### src/rtl/parametric_demux_buffered.sv
// parametric_demux_buffered: val/rdy demux with a one-entry register per output channel.
// PARAMETRIC_DEMUX_BUFFERED_DROP_EN: consume and flag messages whose sel is out of range.
module parametric_demux_buffered #(
  parameter int p_nbits = 32,
  parameter int p_noutputs = 4
) (
  input  logic                              clk,
  input  logic                              reset,
  input  logic                              in_val,
  output logic                              in_rdy,
  input  logic [p_nbits-1:0]                in_msg,
  input  logic [$clog2(p_noutputs)-1:0]     sel,
  output logic [p_noutputs*p_nbits-1:0]     flattened_out_msg,
  output logic [p_noutputs-1:0]             out_val,
  input  logic [p_noutputs-1:0]             out_rdy,
  output logic                              sel_err
);
  localparam int sw = $clog2(p_noutputs);
  logic [p_noutputs-1:0] full, hit;
  logic [p_noutputs-1:0][p_nbits-1:0] data;
  logic sel_ok, rdy_hit, in_fire;
  for (genvar k = 0; k < p_noutputs; k++) begin : g_ch
    assign hit[k] = sel == sw'(k);
    assign flattened_out_msg[(p_noutputs-1-k)*p_nbits +: p_nbits] = data[k];
  end
  // a one-hot match on sel doubles as the range check when p_noutputs is not a power of 2
  assign sel_ok = |hit;
  assign rdy_hit = |(hit & (~full | out_rdy));
  assign in_fire = in_val & in_rdy & sel_ok;
  assign out_val = full;
  always_ff @(posedge clk or posedge reset) begin
    if (reset) begin
      full <= '0;
      data <= '0;
    end else begin
      for (int k = 0; k < p_noutputs; k++) begin
        if (in_fire && hit[k]) begin
          data[k] <= in_msg;
          full[k] <= 1'b1;
        end else if (out_rdy[k]) begin
          full[k] <= 1'b0;
        end
      end
    end
  end
`ifdef PARAMETRIC_DEMUX_BUFFERED_DROP_EN
  assign in_rdy = rdy_hit | ~sel_ok;
  always_ff @(posedge clk or posedge reset) begin
    if (reset) sel_err <= 1'b0;
    else sel_err <= in_val & ~sel_ok;
  end
`else
  assign in_rdy = rdy_hit;
  assign sel_err = 1'b0;
`endif
endmodule

### config.mk
export PLATFORM = sky130hd
export DESIGN_NAME = parametric_demux_buffered
export DESIGN_NICKNAME = d
export VERILOG_FILES = /design/src/rtl/parametric_demux_buffered.sv
export SDC_FILE = /design/constraint.sdc
export NUM_CORES = 1
export LEC_CHECK = 0
export CAP_MARGIN = 0
export CORE_ASPECT_RATIO = 0.6
export CORE_MARGIN = 10
export CORE_UTILIZATION = 30
export DETAILED_ROUTE_END_ITERATION = 16
export PLACE_DENSITY_LB_ADDON = 0.3
export SYNTH_ARGS = -nofsm -noshare
export SYNTH_HDL_FRONTEND = slang
export SYNTH_SLANG_ARGS = --single-unit
### constraint.sdc
create_clock -name clk -period 11.2 [get_ports clk]
set_input_delay 2.24 -clock clk [delete_from_list [all_inputs] [get_ports clk]]
set_output_delay 2.24 -clock clk [all_outputs]
set_load 0.01 [all_outputs]
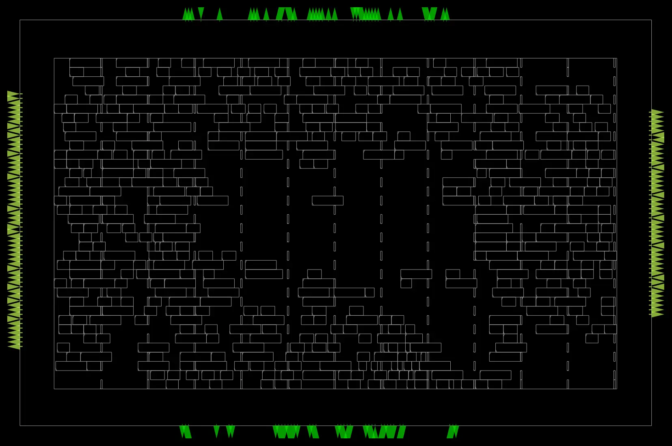
*Cell outlines without signal wires*
final cell utilization of the core: 46.5%
Floorplan Core Area: 0.0163 mm²
total of fill cells in the finished design: 1484

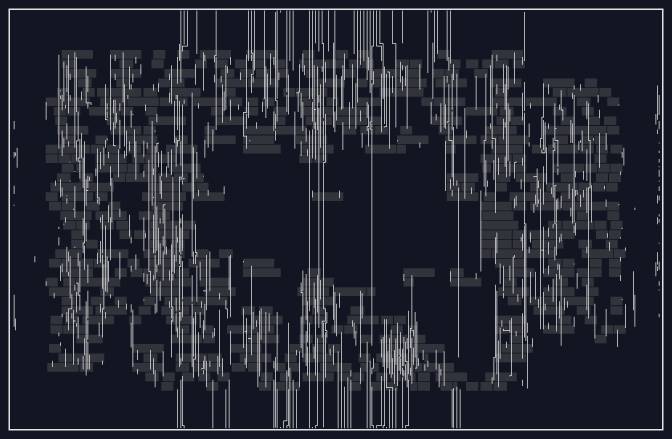
*M2 wires*
wire length on this layer = 6150 µm
nets with wire on the layer = 504
share of all routed wire = 44%

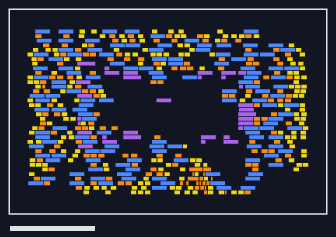
*Cells coloured by class*
Bar = 50 µm.
other buffers and delay cells -> yellow  # cells 177
all other logic -> orange  # cells 147
clock drivers and dummy loads -> purple  # cells 32
flip-flops -> blue  # cells 132

==> flow.log <==
[report] implementation figures
[metrics] status: complete, no violations
[metrics] Floorplan Utilization: 30.8%
[metrics] number of violations of the max-capacitance limit: 0
[metrics] H-tree levels: 4
[metrics] clock tree buffer depth: 2
[metrics] number of I/O port buffers: 173
[metrics] Vert. Die Dim: 120 µm
[metrics] routability congestion estimate: 0.737
[metrics] share of final-layout standard cells stronger than drive strength 1: 33.8%
[metrics] most frequent cells in the layout: sky130_fd_sc_hd__clkdlybuf4s50_1, sky130_fd_sc_hd__dfrtp_1, sky130_fd_sc_hd__mux2_2, sky130_fd_sc_hd__clkbuf_16, sky130_fd_sc_hd__nand2_1
[metrics] number of cells traversed by the worst register-to-register path: 3
[metrics] register-to-register setup slack: 9.32 ns
[metrics] count of flip-flops with a built-in enable after synthesis: 0
[metrics] buffers and inverters on the worst path: 2
[metrics] sequential area share after synthesis: 65.9%
[metrics] top achievable clock speed: 0.162 GHz
[metrics] std cell rows: 36
[metrics] Pins Over Slew Limit: 0
[metrics] met2 Use GR: 18.4%
[metrics] Post-DP Area: 0.00693 mm²
[metrics] Area growth syn-to-layout: 51.0%
[metrics] GRT overflow: 0
[metrics] flip-flop and latch power: 630 µW
[metrics] worst reg2reg startpoint: out_val[1]
[metrics] most instantiated logic cell after routing: sky130_fd_sc_hd__clkdlybuf4s50_1
[metrics] #MultiIn Comb: 146
[metrics] and+or+nand+nor area frac: 1.92%
[metrics] met3 track demand over resource: 8.79%
[metrics] count of non-filler cells in the finished layout: 716
[metrics] required time of the worst setup path: 8.96 ns
[metrics] pre-CTS worst setup slack: 5.03 ns
[metrics] Setup Fix Bufs, Post-CTS: 0
[metrics] sequential cell count of the final layout: 132
[metrics] Tmin final: 6.18 ns
[metrics] clock network latency to the later pin of the worst-skew pair: 0.40 ns
[metrics] main kind of combinational logic by area: multiplexers
[metrics] Commonest flop: sky130_fd_sc_hd__dfrtp_1
[metrics] largest area contributor in the synthesized netlist: sky130_fd_sc_hd__dfrtp_1
[metrics] global routing usage summed across all routing layers: 12.5%
[metrics] reported combinational group power: 408 µW
Power figures rest on the tool's default switching activity, not on a simulated workload.
